===== src/rtl/peripheral_div.sv =====
// Memory-mapped sequential unsigned restoring divider (A / B -> quotient, remainder).
// Latency: register writes 1 cycle; reads 1 cycle (d_out valid after strobe edge); divide WIDTH+1 cycles from start.
// Backpressure: none; starts arriving while busy are dropped, software polls the done status bit.
module peripheral_div #(
   parameter int WIDTH = 16
) (
   input  logic             clk,
   input  logic             reset_n,
   input  logic [WIDTH-1:0] d_in,
   input  logic             cs,
   input  logic [4:0]       addr,
   input  logic             rd,
   input  logic             wr,
   output logic [31:0]      d_out
);

   localparam int CW = $clog2(WIDTH + 1);

   localparam logic [4:0] ADDR_A    = 5'h04;
   localparam logic [4:0] ADDR_B    = 5'h08;
   localparam logic [4:0] ADDR_INIT = 5'h0C;
   localparam logic [4:0] ADDR_QUO  = 5'h10;
   localparam logic [4:0] ADDR_STAT = 5'h14;
   localparam logic [4:0] ADDR_REM  = 5'h18;

   typedef enum logic [1:0] {
      S_IDLE = 2'd0,
      S_RUN  = 2'd1,
      S_DONE = 2'd2
   } state_t;

   state_t           state_q, state_d;
   logic [WIDTH-1:0] a_q, b_q;
   logic [WIDTH-1:0] dvd_q;      // dividend shifts out the top, quotient bits shift in at the bottom
   logic [WIDTH-1:0] div_q;      // divisor captured at start
   logic [WIDTH-1:0] rem_q;      // partial remainder
   logic [CW-1:0]    cnt_q;
   logic [WIDTH-1:0] quo_res_q, rem_res_q;
   logic             done_q;
   logic [31:0]      d_out_q;
   logic [31:0]      rdata_d;

   logic             wr_acc, rd_acc, start_req, start_acc;
   logic [WIDTH:0]   rem_shift, trial;
   logic             q_bit;

   assign wr_acc    = cs & wr;
   assign rd_acc    = cs & rd;
   assign start_req = wr_acc && (addr == ADDR_INIT) && d_in[0];

   // Partial remainder never exceeds the divisor, so one extra bit is enough to
   // tell a negative trial subtraction from a positive one.
   assign rem_shift = {rem_q, dvd_q[WIDTH-1]};
   assign trial     = rem_shift - {1'b0, div_q};
   assign q_bit     = ~trial[WIDTH];

   assign d_out     = d_out_q;

   // Next-state logic: only IDLE accepts a start, RUN counts down, DONE lasts one cycle.
   always_comb begin
      state_d   = state_q;
      start_acc = 1'b0;
      case (state_q)
         S_IDLE: begin
            if (start_req) begin
               start_acc = 1'b1;
               state_d   = S_RUN;
            end
         end
         S_RUN: begin
            if (cnt_q == CW'(1)) state_d = S_DONE;
         end
         S_DONE:  state_d = S_IDLE;
         default: state_d = S_IDLE;
      endcase
   end

   // State register.
   always_ff @(posedge clk or negedge reset_n) begin
      if (!reset_n) state_q <= S_IDLE;
      else          state_q <= state_d;
   end

   // Software-visible operand registers, writable at any time.
   always_ff @(posedge clk or negedge reset_n) begin
      if (!reset_n) begin
         a_q <= '0;
         b_q <= '0;
      end else if (wr_acc) begin
         if (addr == ADDR_A) a_q <= d_in;
         if (addr == ADDR_B) b_q <= d_in;
      end
   end

   // Working copies: load on start, one restoring-division step per RUN cycle.
   always_ff @(posedge clk or negedge reset_n) begin
      if (!reset_n) begin
         dvd_q <= '0;
         div_q <= '0;
         rem_q <= '0;
         cnt_q <= '0;
      end else if (start_acc) begin
         dvd_q <= a_q;
         div_q <= b_q;
         rem_q <= '0;
         cnt_q <= CW'(WIDTH);
      end else if (state_q == S_RUN) begin
         rem_q <= q_bit ? trial[WIDTH-1:0] : rem_shift[WIDTH-1:0];
         dvd_q <= {dvd_q[WIDTH-2:0], q_bit};
         cnt_q <= cnt_q - CW'(1);
      end
   end

   // Result registers and done flag; results only change when an operation completes.
   always_ff @(posedge clk or negedge reset_n) begin
      if (!reset_n) begin
         quo_res_q <= '0;
         rem_res_q <= '0;
         done_q    <= 1'b0;
      end else if (start_acc) begin
         done_q <= 1'b0;
      end else if (state_q == S_DONE) begin
         quo_res_q <= dvd_q;
         rem_res_q <= rem_q;
         done_q    <= 1'b1;
      end
   end

   // Read mux; unmapped offsets read as zero.
   always_comb begin
      rdata_d = '0;
      case (addr)
         ADDR_QUO:  rdata_d = 32'(quo_res_q);
         ADDR_STAT: rdata_d = {31'b0, done_q};
         ADDR_REM:  rdata_d = 32'(rem_res_q);
         default:   rdata_d = '0;
      endcase
   end

   // Registered read data, held between read strobes.
   always_ff @(posedge clk or negedge reset_n) begin
      if (!reset_n)    d_out_q <= '0;
      else if (rd_acc) d_out_q <= rdata_d;
   end

endmodule


===== config.mk =====
export PLATFORM = sky130hd
export DESIGN_NAME = peripheral_div
export DESIGN_NICKNAME = d
export VERILOG_FILES = /design/src/rtl/peripheral_div.sv
export SDC_FILE = /design/constraint.sdc
export NUM_CORES = 1
export LEC_CHECK = 0
export ABC_AREA = 1
export CORE_MARGIN = 2
export CORE_UTILIZATION = 60
export CTS_BUF_LIST = sky130_fd_sc_hd__clkbuf_4
export DETAILED_ROUTE_END_ITERATION = 6
export MAX_ROUTING_LAYER = met4
export PLACE_DENSITY = 0.81
export SYNTH_ARGS = -nofsm -noshare
export SYNTH_HDL_FRONTEND = slang
export SYNTH_SLANG_ARGS = --single-unit

===== constraint.sdc =====
create_clock -name clk -period 2.5 [get_ports clk]
set_input_delay 0.375 -clock clk [delete_from_list [all_inputs] [get_ports clk]]
set_output_delay 0.375 -clock clk [all_outputs]
set_load 0.02 [all_outputs]

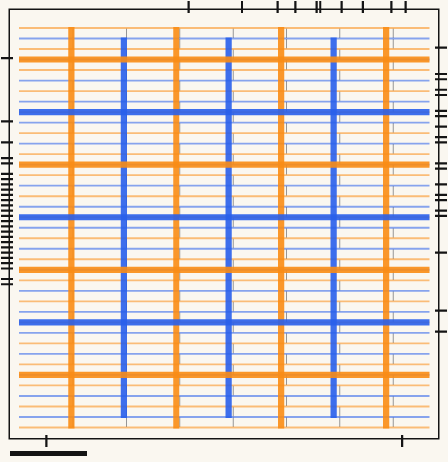
Run 1: floorplan with the power grid
Bar = 20 um. Pins as bars on the die edge. Tap cells in gray.
Blue stands for VDD. Orange stands for VSS.
7 straps on met5. 7 straps on met4. The core has 38 rows.

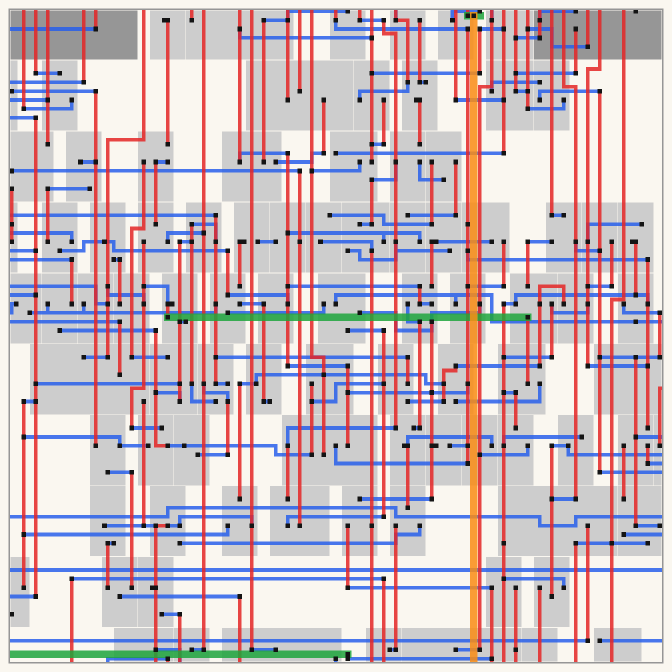
Run 1: layout detail
Window x 71 to 96, y 15 to 40 um. Cells in gray, sequential cells in the stronger gray; small squares are vias.
Green stands for met3. Red stands for met2. Orange stands for met4. Blue stands for met1.
80 logic cells have their middle in the window. Most frequent: nand2_1 (36), inv_1 (19), nand3_1 (4). Netlist names of flops here include `rem_q` (2). Sequential cells in the window: 2.

==> deck_impl_summary.md, run 1 <==
Run Summary

Status
  – Status: complete, no violations

CTS
  – H-tree levels: 4
  – CTS Hold Bufs: 1
  – CTS tree: done
  – Clk ins delay skew pair: 0.56 ns
  – Sink Count: 136
  – Setup bufs post-CTS: 0

Global route
  – Largest net degree at the start of global routing: 66
  – Gr ovfl total: 0
  – Vias in the first global route: 5,413
  – Wire length of the first global-routing pass: 26.5 mm
  – Total Routing Usage GR: 0.282

Synth
  – Post-synth EDFFs: 0
  – Mapped Area: 6840 um^2
  – Top cells by count: nand2_1 (296), dfrtp_1 (136), inv_1 (129)
  – Post-synth seq share: 0.498
  – Synth warn: 0
  – Syn Inst Count: 853
  – Distinct lib cells used: 35

Floorplan
  – Core Rows: 38
  – Die width: 111 um
  – Die height: 111 um

Setup path
  – Critical path peak fanout: 7
  – R2R setup slack: 0.15 ns
  – Worst r2r src: dvd_q[15]
  – CP endpoint: dvd_q[0]
  – Slowest cell delay on critical path: 0.40 ns
  – Critical path origin: dvd_q[15]
  – WP data arrival: 2.77 ns

Placement
  – Post-DP HPWL: 11.7 mm
  – Port Buffers: 41

Pwr
  – Clock net power: 0.00150 W
  – Cell Pwr Density: 961 nW/um^2
  – Maximum vdd ir drop: 0.514 mV
  – Highest-power group: registers
  – NetSw: 0.00290 W
  – Logic gate share of total power: 0.357

Drt
  – Met3 Routed Length: 960 um
  – Antenna-violating nets left: 0

Flow run
  – OpenROAD warnings: 27

Finish
  – Synth-to-Final Area Change: 12.3%
  – Logic cell area: 2770 um^2
  – Final net count: 941
  – Post-route cell area: 7670 um^2
  – Combinational fraction of the cell area: 0.361
  – Most instantiated logic cell after routing: nand2_1

STA
  – Tmin final: 2.35 ns
  – Pins Over Slew Limit: 0

Hold path
  – Hold crit path type: input pin to async pin
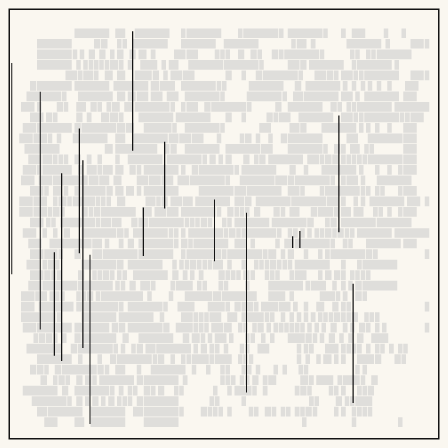
Run 1: the metal 4 layer
The wires run mostly vertical. The layer carries 503 um of wire.

## Run 2: what changed since run 1
--- a/config.mk
+++ b/config.mk
@@ -12,6 +12,8 @@
 export DETAILED_ROUTE_END_ITERATION = 6
 export MAX_ROUTING_LAYER = met4
 export PLACE_DENSITY = 0.81
+export RECOVER_POWER = 50
+export SLEW_MARGIN = 20
 export SYNTH_ARGS = -nofsm -noshare
 export SYNTH_HDL_FRONTEND = slang
 export SYNTH_SLANG_ARGS = --single-unit
==> run 2 against run 1 <==
Net effect:
- clock power hardly changed
- sequential power hardly changed
- largest power group unchanged
- non-clock buffer count stayed put
- maximum frequency is 0.15% lower
- sequential share of layout area is 0.14 points higher
- highest routed layer unchanged
- setup slack worse by 0.0035 ns
- critical path type unchanged
==> deck_impl_summary.md, run 2 <==
Run Summary

Pwr
  – Maximum vdd ir drop: 0.516 mV
  – Cell Pwr Density: 963 nW/um^2
  – Highest-power group: registers
  – Logic gate share of total power: 0.356
  – Clock net power: 0.00150 W

Setup path
  – Slowest cell delay on critical path: 0.41 ns
  – CP endpoint: dvd_q[0]
  – WP data arrival: 2.78 ns
  – Critical path origin: dvd_q[15]
  – Worst r2r src: dvd_q[15]
  – R2R setup slack: 0.15 ns

Status
  – Status: complete, no violations

CTS
  – H-tree levels: 4
  – Sink Count: 136
  – CTS tree: done
  – Clk ins delay skew pair: 0.56 ns
  – Setup bufs post-CTS: 0
  – Deepest clock path buffer count: 2

Global route
  – Largest net degree at the start of global routing: 66
  – Wire length of the first global-routing pass: 26.5 mm
  – Vias in the first global route: 5,413
  – Gr ovfl total: 0
  – Total Routing Usage GR: 0.282

Hold path
  – Hold crit path type: input pin to register

Drt
  – Antenna-violating nets left: 0
  – Met3 Routed Length: 943 um
  – Drt wl/cell: 15.3 um

Finish
  – Logic cell area: 2770 um^2
  – Synth-to-Final Area Change: 11.9%
  – Post-route cell area: 7650 um^2
  – Combinational fraction of the cell area: 0.362
  – Final net count: 941

Floorplan
  – Die height: 111 um

Synth
  – Mapped Area: 6840 um^2
  – Post-synth EDFFs: 0
  – Synth warn: 0
  – Top cells by count: nand2_1 (296), dfrtp_1 (136), inv_1 (129)
  – Post-synth seq share: 0.498

STA
  – Pins Over Slew Limit: 0
  – Setup slack after layout: 0.148 ns
  – Tmin final: 2.35 ns
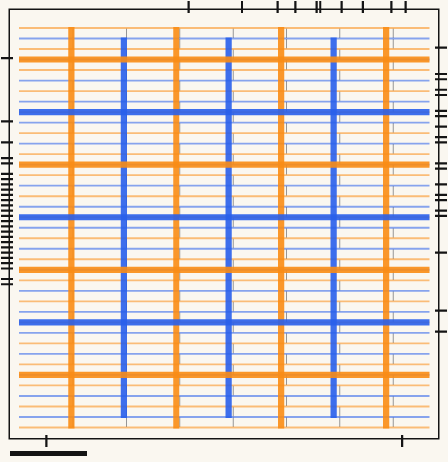
Run 2: floorplan with the power grid
Bar = 20 um. Pins as bars on the die edge. Tap cells in gray.
Orange stands for VSS. Blue stands for VDD.
7 straps on met4. 140 tap cells. The core has 38 rows. 39 met1 rails follow the rows.

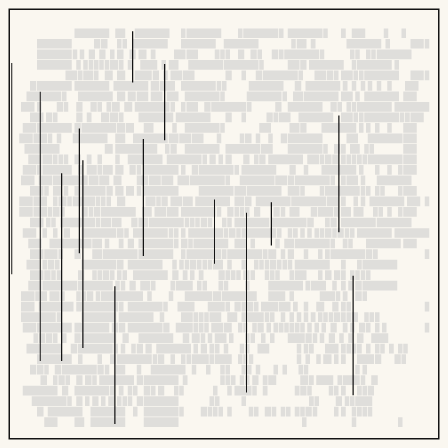
Run 2: the metal 4 layer
The longest straight run is 69.4 um. The layer holds 3.0% of the routed length. The layer carries 484 um of wire.

## Run 3: what changed since run 2
--- a/config.mk
+++ b/config.mk
@@ -7,11 +7,11 @@
 export LEC_CHECK = 0
 export ABC_AREA = 1
 export CORE_MARGIN = 2
-export CORE_UTILIZATION = 60
+export CORE_UTILIZATION = 45
 export CTS_BUF_LIST = sky130_fd_sc_hd__clkbuf_4
 export DETAILED_ROUTE_END_ITERATION = 6
 export MAX_ROUTING_LAYER = met4
-export PLACE_DENSITY = 0.81
+export PLACE_DENSITY = 0.64
 export RECOVER_POWER = 50
 export SLEW_MARGIN = 20
 export SYNTH_ARGS = -nofsm -noshare
==> run 3 against run 2 <==
Net effect:
- first-iteration DRC count shrank 11%
- power rose by 1.3%
- count of clock-buffer cells in the layout fell by 1
- critical path depth is the same
- non-clock buffer count rose by 3
- sequential share of layout area is 0.75 points lower
- routed wire length down 1.2%
- via count fell by 3.0%
==> deck_impl_summary.md, run 3 <==
Run Summary

Status
  – Status: complete, no violations

CTS
  – Setup bufs post-CTS: 0
  – CTS tree: done
  – Deepest clock path buffer count: 2
  – CTS Hold Bufs: 1
  – Sink Count: 136
  – H-tree levels: 4
  – Clk ins delay skew pair: 0.56 ns

Synth
  – Distinct lib cells used: 35
  – Syn Inst Count: 853
  – Mapped Area: 6840 um^2
  – Post-synth EDFFs: 0
  – Top cells by count: nand2_1 (296), dfrtp_1 (136), inv_1 (129)

Pwr
  – NetSw: 0.00290 W
  – Logic gate share of total power: 0.346
  – Maximum vdd ir drop: 0.306 mV
  – Clock net power: 0.00163 W

Global route
  – Vias in the first global route: 5,086
  – Largest net degree at the start of global routing: 59
  – Gr ovfl total: 0
  – Total Routing Usage GR: 0.214
  – Wire length of the first global-routing pass: 25.9 mm

Hold path
  – Hold crit path type: input pin to register

STA
  – Pins Over Slew Limit: 0

Setup path
  – CP endpoint: rem_q[15]
  – Slowest cell delay on critical path: 0.40 ns
  – Critical path peak fanout: 8

Finish
  – Combinational fraction of the cell area: 0.358
  – Synth-to-Final Area Change: 13.8%
  – Final net count: 945

Placement
  – Port Buffers: 41

Floorplan
  – Die height: 127 um
  – Core Rows: 45

Flow run
  – OpenROAD warnings: 27

Drt
  – Met3 Routed Length: 627 um
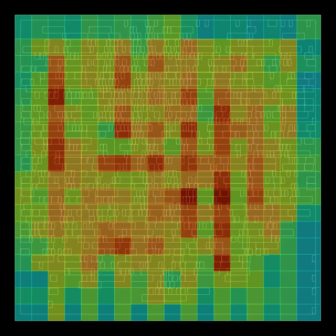
Run 3: congestion heat map
M3 GR Usage: 0.0406
Post-Route Utilization: 0.518
M2 GR Usage: 0.316

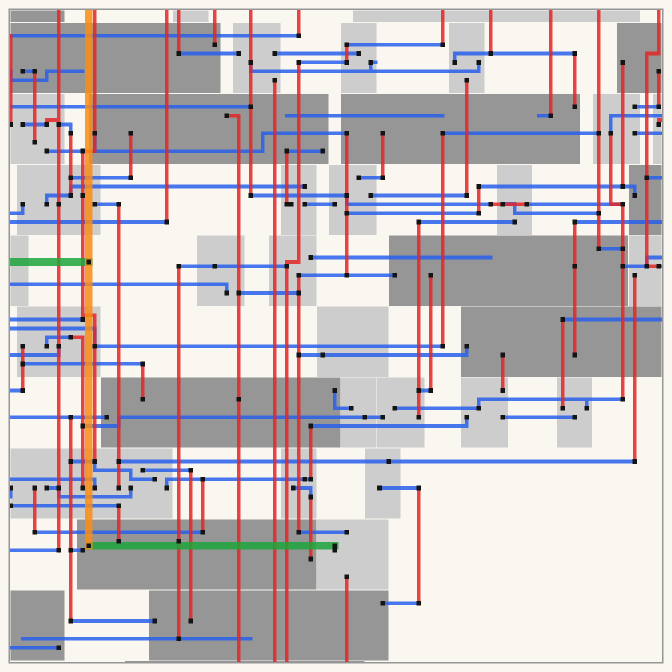
Run 3: layout detail
Window x 83 to 108, y 19 to 44 um. Cells in gray, sequential cells in the stronger gray; small squares are vias.
Orange stands for met4. Red stands for met2. Blue stands for met1. Green stands for met3.
31 logic cells have their middle in the window. Sequential cells in the window: 8. Most frequent: dfrtp_1 (8), o21ai_0 (6), o221ai_1 (5). Netlist names of flops here include `dvd_q` (5), `quo_res_q` (3).


==> notes/layouts.md <==
Pictures saved along the way, in no particular order.

Wiring by layer.
Only two layers are drawn.
shot_01.png
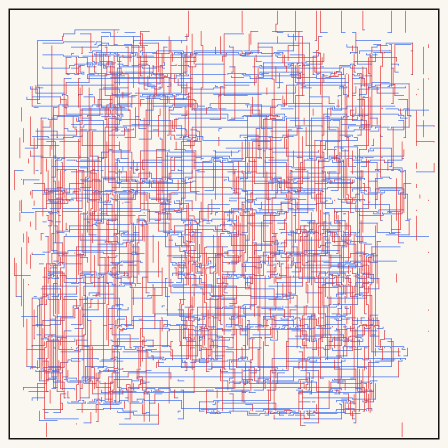
shot_02.png
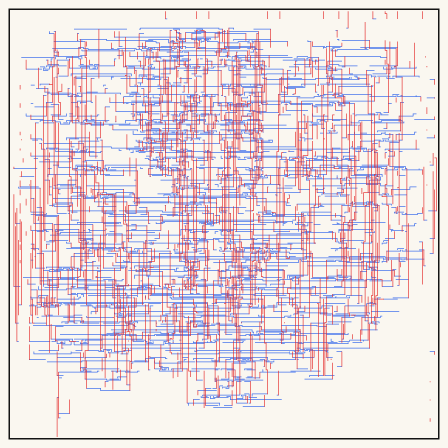
shot_01.png is run 2.
shot_02.png is run 3.

No activity file was given, so power comes from the tool's default toggle rates.
